## config.mk

```make
export PLATFORM = sky130hd
export DESIGN_NAME = pdu_dma_fetch
export DESIGN_NICKNAME = d
export VERILOG_FILES = /design/src/rtl/pdu_dma_fetch.sv
export SDC_FILE = /design/constraint.sdc
export NUM_CORES = 2
export LEC_CHECK = 0
export CAP_MARGIN = 20
export CORE_AREA = 8 8 417 419
export CTS_CLUSTER_SIZE = 25
export DETAILED_ROUTE_END_ITERATION = 6
export DIE_AREA = 0 0 425 427
export GPL_ROUTABILITY_DRIVEN = 1
export PLACE_DENSITY = 0.72
export SYNTH_ARGS = -nofsm -noshare
export SYNTH_HDL_FRONTEND = slang
export SYNTH_SLANG_ARGS = --single-unit
export TNS_END_PERCENT = 100
```

## constraint.sdc

```tcl
create_clock -name clk -period 16.5 [get_ports clk]
set_clock_uncertainty 0.05 [all_clocks]
set_input_delay 2.475 -clock clk [delete_from_list [all_inputs] [get_ports clk]]
set_output_delay 2.475 -clock clk [all_outputs]
set_load 0.02 [all_outputs]
```

## src/rtl/pdu_dma_fetch.sv

```systemverilog
// Fetches dma_size flits from the PDU ring buffer and streams them sop/eop-framed; dma_start@T -> out_valid@T+4.
// out_ready backpressure is absorbed by a skid FIFO; reads are only issued while FIFO + in-flight reads fit.
module pdu_dma_fetch #(
    parameter int PDU_DEPTH     = 512,
    parameter int PDU_AWIDTH    = $clog2(PDU_DEPTH),
    parameter int APP_IDX_WIDTH = 5,
    parameter int FIFO_DEPTH    = 4
) (
    input  logic                     clk,
    input  logic                     rst,
    input  logic                     dma_start,
    input  logic [PDU_AWIDTH-1:0]    dma_size,
    input  logic [PDU_AWIDTH-1:0]    dma_base_addr,
    input  logic [APP_IDX_WIDTH-1:0] dma_queue,
    output logic                     dma_done,
    output logic [PDU_AWIDTH-1:0]    rd_addr,
    output logic                     rd_en,
    input  logic                     rd_valid,
    input  logic [511:0]             rd_data,
    output logic [511:0]             out_data,
    output logic                     out_valid,
    input  logic                     out_ready,
    output logic                     out_sop,
    output logic                     out_eop,
    output logic [APP_IDX_WIDTH-1:0] out_queue,
    output logic                     busy,
    output logic                     err_overlap
);

    localparam int AW = PDU_AWIDTH;
    localparam int PW = $clog2(FIFO_DEPTH);
    localparam int CW = PW + 1;
    localparam int OW = CW + 1;

    typedef enum logic [1:0] {IDLE, FETCH, DRAIN, DONE} state_t;

    state_t                   state_q, state_d;
    logic [AW-1:0]            base_q, base_d;
    logic [AW-1:0]            size_q, size_d;
    logic [AW-1:0]            issued_q, issued_d;
    logic [AW-1:0]            idx_q, idx_d;
    logic [AW-1:0]            rd_addr_q, rd_addr_d;
    logic [APP_IDX_WIDTH-1:0] queue_q, queue_d;
    logic                     rd_en_q, rd_en_d;
    logic [1:0]               inflight_q, inflight_d;
    logic [1:0]               done_cnt_q, done_cnt_d;
    logic                     err_q, err_d;

    logic [511:0]             mem [FIFO_DEPTH];
    logic [PW-1:0]            wr_ptr_q, rd_ptr_q;
    logic [CW-1:0]            count_q;

    logic                     push, pop, fifo_vld, last_flit;
    logic [OW-1:0]            occ;

    assign push      = rd_valid && (inflight_q != 2'd0);
    assign fifo_vld  = (count_q != '0);
    assign pop       = fifo_vld && out_ready;
    assign last_flit = (idx_q == size_q - AW'(1));
    // Slots committed after this edge: stored flits plus every read still on its way back.
    assign occ       = OW'(count_q) + OW'(inflight_q) + OW'(rd_en_q) - OW'(pop);

    always_comb begin
        state_d    = state_q;
        base_d     = base_q;
        size_d     = size_q;
        issued_d   = issued_q;
        idx_d      = pop ? idx_q + AW'(1) : idx_q;
        rd_addr_d  = rd_addr_q;
        queue_d    = queue_q;
        rd_en_d    = 1'b0;
        done_cnt_d = done_cnt_q;
        err_d      = err_q | (dma_start && (state_q != IDLE));
        case ({rd_en_q, push})
            2'b10:   inflight_d = inflight_q + 2'd1;
            2'b01:   inflight_d = inflight_q - 2'd1;
            default: inflight_d = inflight_q;
        endcase

        case (state_q)
            IDLE: begin
                if (dma_start) begin
                    base_d     = dma_base_addr;
                    size_d     = dma_size;
                    queue_d    = dma_queue;
                    idx_d      = '0;
                    issued_d   = '0;
                    done_cnt_d = 2'd0;
                    if (dma_size == '0) begin
                        state_d = DONE;
                    end else begin
                        rd_en_d   = 1'b1;
                        rd_addr_d = dma_base_addr;
                        issued_d  = AW'(1);
                        state_d   = (dma_size == AW'(1)) ? DRAIN : FETCH;
                    end
                end
            end
            FETCH: begin
                if ((issued_q != size_q) && (occ < OW'(FIFO_DEPTH))) begin
                    rd_en_d   = 1'b1;
                    rd_addr_d = base_q + issued_q;
                    issued_d  = issued_q + AW'(1);
                    if (issued_q + AW'(1) == size_q) begin
                        state_d = DRAIN;
                    end
                end
            end
            DRAIN: begin
                if (pop && last_flit) begin
                    state_d    = DONE;
                    done_cnt_d = 2'd0;
                end
            end
            DONE: begin
                done_cnt_d = done_cnt_q + 2'd1;
                if (done_cnt_q == 2'd2) begin
                    state_d = IDLE;
                end
            end
            default: state_d = IDLE;
        endcase
    end

    always_ff @(posedge clk or posedge rst) begin
        if (rst) begin
            state_q    <= IDLE;
            base_q     <= '0;
            size_q     <= '0;
            issued_q   <= '0;
            idx_q      <= '0;
            rd_addr_q  <= '0;
            queue_q    <= '0;
            rd_en_q    <= 1'b0;
            inflight_q <= 2'd0;
            done_cnt_q <= 2'd0;
            err_q      <= 1'b0;
        end else begin
            state_q    <= state_d;
            base_q     <= base_d;
            size_q     <= size_d;
            issued_q   <= issued_d;
            idx_q      <= idx_d;
            rd_addr_q  <= rd_addr_d;
            queue_q    <= queue_d;
            rd_en_q    <= rd_en_d;
            inflight_q <= inflight_d;
            done_cnt_q <= done_cnt_d;
            err_q      <= err_d;
        end
    end

    always_ff @(posedge clk or posedge rst) begin
        if (rst) begin
            wr_ptr_q <= '0;
            rd_ptr_q <= '0;
            count_q  <= '0;
        end else begin
            if (push) wr_ptr_q <= wr_ptr_q + PW'(1);
            if (pop)  rd_ptr_q <= rd_ptr_q + PW'(1);
            case ({push, pop})
                2'b10:   count_q <= count_q + CW'(1);
                2'b01:   count_q <= count_q - CW'(1);
                default: count_q <= count_q;
            endcase
        end
    end

    // Payload storage needs no reset; out_data is gated while the FIFO is empty.
    always_ff @(posedge clk) begin
        if (push) mem[wr_ptr_q] <= rd_data;
    end

    always_ff @(posedge clk) begin
        if (!rst) assert (!(push && (count_q == CW'(FIFO_DEPTH))));
    end

    assign out_valid   = fifo_vld;
    assign out_data    = fifo_vld ? mem[rd_ptr_q] : '0;
    assign out_sop     = fifo_vld && (idx_q == '0);
    assign out_eop     = fifo_vld && last_flit;
    assign out_queue   = queue_q;
    assign rd_en       = rd_en_q;
    assign rd_addr     = rd_addr_q;
    assign busy        = (state_q != IDLE);
    assign dma_done    = (state_q == DONE) && (done_cnt_q == 2'd2);
    assign err_overlap = err_q;

endmodule

```

==> COMMIT_EDITMSG <==
Record implementation results from latest flow run

* Final critical delay including setup and external delays: 8.32 ns
* Run status: finished, final reports clean
- Iter 0 DRT Violations: 3,568
* Most common library cell in the layout ignoring fill and taps: sky130_fd_sc_hd__edfxtp_1
* Yosys-reported design area after synthesis: 81,100 sq um
* Wire length of the first global-routing pass: 299,000 um
- Synthesis inferred 2,113 register bits.
* Type of the setup path with the least slack: reg2out
- Input/output buffers: 1,072
- DRC Markers: 0
- Multiplexer share of the synthesized area: 0.144
- Number of global-route vias before repair: 42,117
- Per the power-grid run, VDD falls by no more than 146 uV.
* Critical Path AT: 5.79 ns
- Tally of yosys warning messages: 0
- Htree depth: 4
- Pwr Density: 200 nW/um^2
* Total count of max-transition violations in the final report: 0
- For reference, the top logic cell family by area is multiplexers.
* Chip Area: 181,000 sq um
- GP Congestion: 0.880
- Post-cts repair resize count: 0
- From bottom edge to top edge, the die measures 427 um.
- First drt pass iteration count: 5
- In this run the count of I/O pins placed on the die edge is 1,073.
- Highest clock rate: 120 MHz
- Summed over all instances, the cell type with the most area after synthesis is sky130_fd_sc_hd__edfxtp_1.
* Remaining antenna violation count: 0
- Detail Placement HPWL: 139,000 um
- Adder-cell share of the synthesized area: 0.00466
- Element type at the critical path end: primary output
* Slew Limit Headroom: 0.252
- Post-cts hold buffer count: 0
- The die is 425 um wide.
- Post-synthesis cell count from yosys: 3,733
- The post-synth count of flops with an enable pin is 2,048.
* Type of the most critical hold path: reg2reg
- Setup repair after global routing missed its margin: false
- The commonest cells after synthesis are 2,048 x sky130_fd_sc_hd__edfxtp_1, 519 x sky130_fd_sc_hd__and2_1, 512 x sky130_fd_sc_hd__mux4_2.
* Yosys xor share: 0.00475
- Summed instance area of the synthesized netlist: 81,100 sq um
- Most used DFF post-synth: sky130_fd_sc_hd__edfxtp_1
* Number of antenna violations at the first check in global routing: 91
- Initial Util: 0.483
- After clock tree synthesis, the setup repair step added 0 buffers.
- Relative area change from synthesis to final layout: 24.7%
- The clock reaches the later pin of the worst-skew pair after 0.85 ns.
- Total number of nets in the final design: 5,430
- Final core utilization: 0.603
- Per the CTS log, the buffer count on the longest clock path is 3.
- The stage logs contain a warning count of 90.
- Reg area: 63,100 sq um
- The OpenROAD report gives the critical path a required time of 13.98 ns.
* Gate count of the mapped netlist: 3,733
- Count of endpoints failing setup in the final report: 0
- Fin crit share: 0.504
- Global routing finished with a remaining overflow of 0.
- Clock tree synthesis found a total of 2,113 sinks.
- Entering global routing, the biggest net connects 150 pins.
* Setup TNS: 0 ns
* Mean number of vias per cell: 5.61
* Sequential element share of the synthesized area: 0.778
* Post-Syn Nets: 4,302
- Number of violations of the max-capacitance limit: 0
* Standby leakage power: 32.8 nW
- Clock tree from TritonCTS: yes
- In this run the mean area of a mapped cell was 21.7 sq um.
* Actual transition at the worst max-transition pin: 1.12 ns
* Yosys top cell by instances: sky130_fd_sc_hd__edfxtp_1
## flip-flops by register name, indices dropped and copies added, names as in the netlist
register / cells
rd_en: 1
idx_q: 9
size_q: 9
done_cnt_q: 2
out_queue: 5
err_overlap: 1
rd_addr: 9
wr_ptr_q: 2
mem: 2048
rd_ptr_q: 2
state_q: 2
inflight_q: 2
count_q: 3
base_q: 9
issued_q: 9
## logic make-up after synthesis
group	count (synthesis)
and+or+nand+nor	715
xor gates and xnor gates	44
DFF	2113
muxes	525
adders and majority gates	29
buffers and inverters	226
AOI/OAI and AO/OA	81
## cell type report
class,instances,area share
flip-flops and latches,2113,0.624
multi-input cells,1394,0.170
repair buffers,1115,0.111
clock buffers,253,0.0528
well taps,2218,0.0274
clock inverters,124,0.0122
diodes,62,0.00153
inverters,32,0.00119
## report_power, final
part | switching, mW | leakage (nW) | total, mW | internal (mW)
Clock | 1.98 | 3.18 | 4.54 | 2.56
Combinational | 4.67 | 10.1 | 8.42 | 3.75
Sequential | 0.301 | 19.5 | 7.31 | 7.01
Total | 6.95 | 32.8 | 20.3 | 13.3
## per-layer routing
layer / track usage / wire [um] / vias up / part of all wire
met5: 0 / 202 / - / 0.00096
met4: 0.120 / 11500 / 32 / 0.055
met3: 0.0592 / 14500 / 443 / 0.068
met2: 0.378 / 108000 / 1549 / 0.51
met1: 0.273 / 77400 / 21572 / 0.37
li1: - / - / 17452 / -
## per-stage QoR
| stage | total power, mW | setup WS [ns] | cell area [sq um] | hold WS [ns] | cells |
|---|---|---|---|---|---|
| 2_1_floorplan | 12.6 | 1.23 | 81100 | 0.400 | 3733 |
| 3_3_place_gp | 15.9 | 8.91 | 94400 | 0.386 | 6872 |
| 3_5_place_dp | 15.9 | 8.89 | 94400 | 0.394 | 6872 |
| 4_1_cts | 20.5 | 7.91 | 101000 | 0.407 | 7249 |
| 5_1_grt | 21.0 | 7.66 | 101000 | 0.419 | 7294 |
| 6_report | 20.3 | 8.18 | 101000 | 0.406 | 7311 |
## path summary, 6_finish.rpt
check / from / to / depth (start not counted)
max in group asynchronous: rst / rd_ptr_q[1] / 3
worst max-delay path: rd_ptr_q[0] / out_data[263] / 6
min in group asynchronous: rst / base_q[5] / 3
worst min-delay path: err_overlap / err_overlap / 1
worst max register to register: count_q[2] / state_q[1] / 14
worst min register to register: err_overlap / err_overlap / 1
## critical path, stage by stage (launching register included)
cell                              delay, ns
sky130_fd_sc_hd__dfrtp_4               0.95
sky130_fd_sc_hd__buf_12                0.60
sky130_fd_sc_hd__buf_12                0.65
sky130_fd_sc_hd__buf_4                 0.82
sky130_fd_sc_hd__mux4_2                0.69
sky130_fd_sc_hd__and2_1                0.20
sky130_fd_sc_hd__clkdlybuf4s50_1       0.53
### Wire density map

Drawn at 1 px/um. 21 x 21 tiles, from black (low) to pale yellow (high), scaled to the fullest tile. Values are wire area over tile area, all layers added.
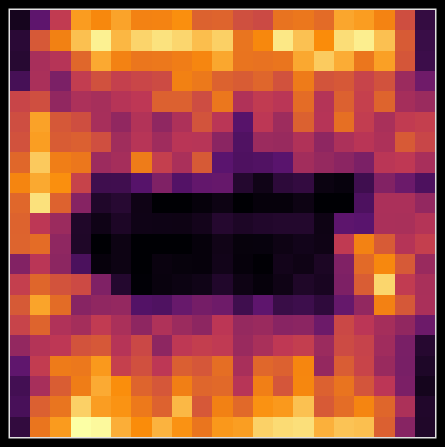
- mean over tiles: 0.19
- fullest tile: 0.42
- emptiest ninth of the die: center
- nearly empty tiles: 5.0%
- tiles over half the peak: 49%
total wirelength of the detailed-routed design: 211,000 um
per-cell routed wire length: 28.9 um
GRT Total Usage: 0.227

### The metal 3 layer

Drawn at 1 px/um.
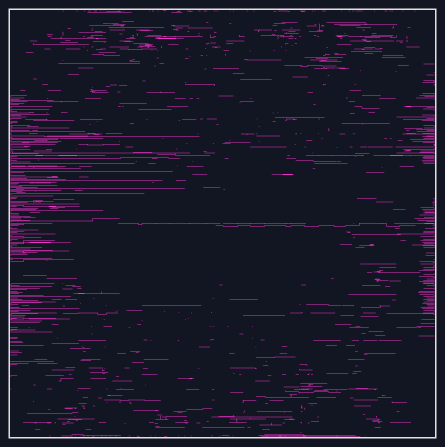
- wire length on this layer: 14,500 um
- share of all routed wire: 6.9%
- nets with wire on the layer: 698
- main direction: horizontal
vias: 41,048
routing usage on met3: 0.0592

Power and IR drop assume default switching activity.
